<file path="config.mk">
export PLATFORM = sky130hd
export DESIGN_NAME = wb_port_scheduler
export DESIGN_NICKNAME = d
export VERILOG_FILES = /design/src/rtl/wb_port_scheduler.sv
export SDC_FILE = /design/constraint.sdc
export NUM_CORES = 1
export LEC_CHECK = 0
export CORE_MARGIN = 3
export CORE_UTILIZATION = 40
export DETAILED_ROUTE_END_ITERATION = 10
export PLACE_DENSITY = 0.69
export SYNTH_ARGS = -nofsm -noshare
export SYNTH_HDL_FRONTEND = slang
export SYNTH_SLANG_ARGS = --single-unit
export TNS_END_PERCENT = 5
</file>
<file path="constraint.sdc">
create_clock -name clk -period 7.5 [get_ports clk]
set_input_delay 1.875 -clock clk [delete_from_list [all_inputs] [get_ports clk]]
set_output_delay 1.875 -clock clk [all_outputs]
set_load 0.03 [all_outputs]
</file>
<file path="src/rtl/wb_port_scheduler.sv">
// Regfile write-port arbiter between in-order writeback and a buffered MUL/DIV result,
// with a pending-register scoreboard that drives the decode hazard.
module wb_port_scheduler #(
  parameter int unsigned MAX_WAIT = 4
) (
  input  logic        clk,
  input  logic        rst_n,
  input  logic        pipe_wb_valid,
  input  logic [4:0]  pipe_wb_dest,
  input  logic [31:0] pipe_wb_data,
  output logic        pipe_wb_ready,
  input  logic        mdu_issue,
  input  logic [4:0]  mdu_issue_dest,
  input  logic        mdu_done_valid,
  input  logic [4:0]  mdu_done_dest,
  input  logic [31:0] mdu_done_data,
  output logic        mdu_done_ready,
  input  logic [4:0]  dec_src_a,
  input  logic [4:0]  dec_src_b,
  input  logic [4:0]  dec_dest,
  output logic        hazard,
  output logic        rf_load,
  output logic [4:0]  rf_dest,
  output logic [31:0] rf_in
);

  localparam int unsigned REG_W  = 5;
  localparam int unsigned DATA_W = 32;
  localparam int unsigned NREG   = 32;
  localparam int unsigned CNT_W  = 4;

  logic [NREG-1:0]   sb_q, sb_d;
  logic              buf_valid_q, buf_valid_d;
  logic [REG_W-1:0]  buf_dest_q, buf_dest_d;
  logic [DATA_W-1:0] buf_data_q, buf_data_d;
  logic [CNT_W-1:0]  wait_cnt_q, wait_cnt_d;

  logic pipe_req;
  logic mdu_prio;
  logic drain;
  logic done_hs;

  // Port arbitration: the buffered MDU result wins when the pipe is idle or it has starved long enough.
  always_comb begin
    pipe_req = pipe_wb_valid && (pipe_wb_dest != '0);
    mdu_prio = buf_valid_q && (wait_cnt_q == CNT_W'(MAX_WAIT));
    drain    = buf_valid_q && (!pipe_req || mdu_prio);
    done_hs  = mdu_done_valid && (!buf_valid_q || drain);
  end

  // Regfile and handshake outputs; everything is forced quiet while reset is asserted.
  always_comb begin
    rf_load        = 1'b0;
    rf_dest        = '0;
    rf_in          = '0;
    pipe_wb_ready  = 1'b1;
    mdu_done_ready = 1'b0;
    hazard         = 1'b0;
    if (rst_n) begin
      if (drain) begin
        rf_load = 1'b1;
        rf_dest = buf_dest_q;
        rf_in   = buf_data_q;
      end else if (pipe_req) begin
        rf_load = 1'b1;
        rf_dest = pipe_wb_dest;
        rf_in   = pipe_wb_data;
      end
      pipe_wb_ready  = !(pipe_req && drain);
      mdu_done_ready = !buf_valid_q || drain;
      hazard = ((dec_src_a != '0) && sb_q[dec_src_a]) ||
               ((dec_src_b != '0) && sb_q[dec_src_b]) ||
               ((dec_dest  != '0) && sb_q[dec_dest]);
    end
  end

  // Holding buffer and starvation counter; a result for x0 is accepted but never buffered.
  always_comb begin
    buf_valid_d = buf_valid_q;
    buf_dest_d  = buf_dest_q;
    buf_data_d  = buf_data_q;
    wait_cnt_d  = wait_cnt_q;
    if (done_hs) begin
      buf_valid_d = (mdu_done_dest != '0);
      buf_dest_d  = mdu_done_dest;
      buf_data_d  = mdu_done_data;
    end else if (drain) begin
      buf_valid_d = 1'b0;
    end
    if (drain || !buf_valid_q) begin
      wait_cnt_d = '0;
    end else if (pipe_req && (wait_cnt_q < CNT_W'(MAX_WAIT))) begin
      wait_cnt_d = wait_cnt_q + CNT_W'(1);
    end
  end

  // Scoreboard: a same-cycle issue overrides the drain clear.
  always_comb begin
    sb_d = sb_q;
    if (drain) begin
      sb_d[buf_dest_q] = 1'b0;
    end
    if (mdu_issue && (mdu_issue_dest != '0)) begin
      sb_d[mdu_issue_dest] = 1'b1;
    end
    sb_d[0] = 1'b0;
  end

  always_ff @(posedge clk or negedge rst_n) begin
    if (!rst_n) begin
      sb_q        <= '0;
      buf_valid_q <= 1'b0;
      buf_dest_q  <= '0;
      buf_data_q  <= '0;
      wait_cnt_q  <= '0;
    end else begin
      sb_q        <= sb_d;
      buf_valid_q <= buf_valid_d;
      buf_dest_q  <= buf_dest_d;
      buf_data_q  <= buf_data_d;
      wait_cnt_q  <= wait_cnt_d;
    end
  end

endmodule

</file>
==> GITHUB_STEP_SUMMARY <==
### Yosys + OpenROAD results

| Metric | Value |
|---|---|
| Tool Warnings | 27 |
| Tmin final | 6.67 ns |
| Worst path most repeated cell | clkdlybuf4s50_1 |
| Worst r2r dst | buf_data_q[3] |
| Adder Area Share | 0.00542 |
| IO Pins | 140 |
| Register share after synthesis | 0.396 |
| HP Start | buf_data_q[2] |
| Reg2Reg Depth | 7 |
| Crit-path leading delay family | buffers and inverters |
| Residual DRC count | 0 |
| Vias in the first global route | between 3000 and 4000 |
| DRT iter0 DRCs | 208 |
| Most common logic cells in the final layout | clkdlybuf4s50_1, dfrtp_1, a22o_1 |
| Critical path depth | 6 |
| GP Congestion | around 0.84 |
| Maximum VDD drop | between 0.1 and 0.15 mV |
| H-tree depth | 3 |
| Clk pwr share | 0.318 |
| # hold bufs at CTS | 0 |
| Antenna violations before repair | 0 |
| CTS buffer count | 9 |
| Dpl hpwl | just over 10000 um |
| Synth flops | around 73 |
| Xor/xnor share | 0.00190 |
| Pre-antenna DRT Iters | 4 |
| Period utilization | 0.889 |
| Total track usage | 0.215 |
| Top cells by count, synth | dfrtp_1, a22o_1, nand2_1, mux2_4, o2bb2ai_1 |
| Gate power share | 0.287 |
| Max Slew Vio Count | 0 |
| Die area | approximately 13000 um^2 |
| DIE WIDTH | about 110 um |
| FFs w/ async S/R, synth | 1.00 |
| Area share, top type | 0.396 |
| Routed Antenna Nets | 0 |
| Critical R2R Launch | wait_cnt_q[0] |
| EDFF count, synth | 0 |
| Area growth syn-to-layout | 36.6% |
| Crit path max-delay cell type | clkdlybuf4s50_1 |
| Share of cells above drive strength 1 | 0.169 |
| Fp_density | 0.417 |
| Crit path DAT | 4.79 ns |
| Number of I/O port buffers | 139 |
| Drt via density | slightly below 6 |
| Power Density | 235 nW/um^2 |
| Synthesis area per yosys | 4620 um^2 |
| Outcome | completed |
-- layer usage --
layer	GRT usage	vias to the layer above	wire, um
li1	-	1741	-
met5	0	-	0
met4	0.0641	0	199
met2	0.347	165	6530
met3	0.0727	14	1290
met1	0.275	1870	5710
-- cells by family (layout without fill, tap and decap cells) --
logic type / count (synthesis) / in the layout
AOI/OAI and AO/OA: 89 / 89
xor gates and xnor gates: 1 / 1
adders and majority gates: 2 / 2
buffers and inverters: 40 / 165
DFF: 73 / 73
muxes: 65 / 65
and+or+nand+nor: 120 / 120
-- state kept, by name, summed over array words and instances, names as in the netlist --
name         count
buf_data_q      32
wait_cnt_q       4
sb_q            31
buf_valid_q      1
buf_dest_q       5
-- power by group through the flow --
stage | clock network, mW | logic [mW] | registers [mW]
6_report | 0.471 | 0.424 | 0.585
5_1_grt | 0.492 | 0.457 | 0.599
4_1_cts | 0.477 | 0.426 | 0.584
3_5_place_dp | 0 | 0.425 | 0.588
3_3_place_gp | 0 | 0.419 | 0.586
2_1_floorplan | 0 | 0.309 | 0.537
-- worst reg2reg max path, stage by stage, from the launching register on --
cell and delay (ns):
dfrtp_1 0.39, inv_1 0.06, ha_1 0.19, nand3b_1 0.14
o211a_4 0.26, nand2_8 0.09, nand2_8 0.33, mux2_2 0.42
-- cell type report --
cell class,count,area (um^2)
clock buffer,12,256
sequential,73,1830
inverter,9,33.8
clock inverter,4,75.1
timing repair buffer,140,1400
multi-input combinational,277,2550
tap,140,175
fill,959,4770
-- worst min-delay path by stage --
| stage | endpoint | slack, ns | cells past startpoint |
|---|---|---|---|
| detailed placement | buf_data_q[31] | 0.50 | 1 |
| floorplan | buf_data_q[0] | 0.48 | 1 |
| global placement | buf_data_q[4] | 0.50 | 1 |
| CTS | buf_data_q[2] | 0.52 | 1 |
| global route | buf_data_q[21] | 0.54 | 1 |
| finish | buf_data_q[2] | 0.52 | 1 |
-- per-stage QoR --
| stage | power, mW | std cells | worst slack [ns] | hold WS, ns | cell area, um^2 |
|---|---|---|---|---|---|
| 3_3_place_gp | 1.00 | 639 | 0.783 | 0.497 | 5980 |
| 2_1_floorplan | 0.846 | 390 | 2.06 | 0.480 | 4620 |
| 3_5_place_dp | 1.01 | 639 | 0.787 | 0.498 | 5980 |
| 6_report | 1.48 | 655 | 0.832 | 0.516 | 6310 |
| 4_1_cts | 1.49 | 655 | 0.790 | 0.515 | 6310 |
| 5_1_grt | 1.55 | 655 | 0.594 | 0.535 | 6310 |
### Sequential cells grouped by signal name

Other sequential cells in the stronger grey, the rest of the logic in the fainter grey.
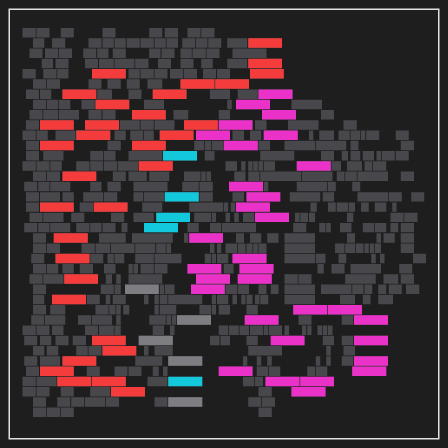
[sb_q] magenta | placed flops: 31
[buf_data_q] red | placed flops: 32
[buf_dest_q] cyan | placed flops: 5 | where: centre
Sequential cell area: 1830 um^2
P_seq: 585 uW
final core utilization: 0.570

### Signal wires on met2

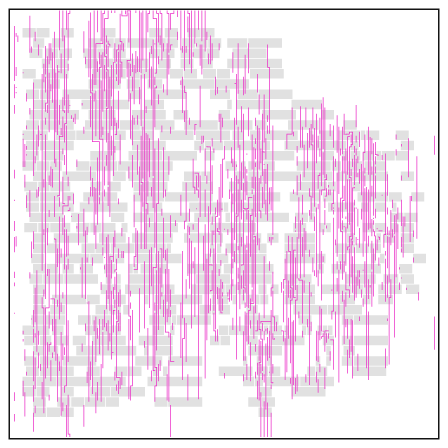
share of all routed wire: 48%
main direction: vertical
wire length on this layer: 6530 um

No activity file was given, so power comes from the tool's default toggle rates.
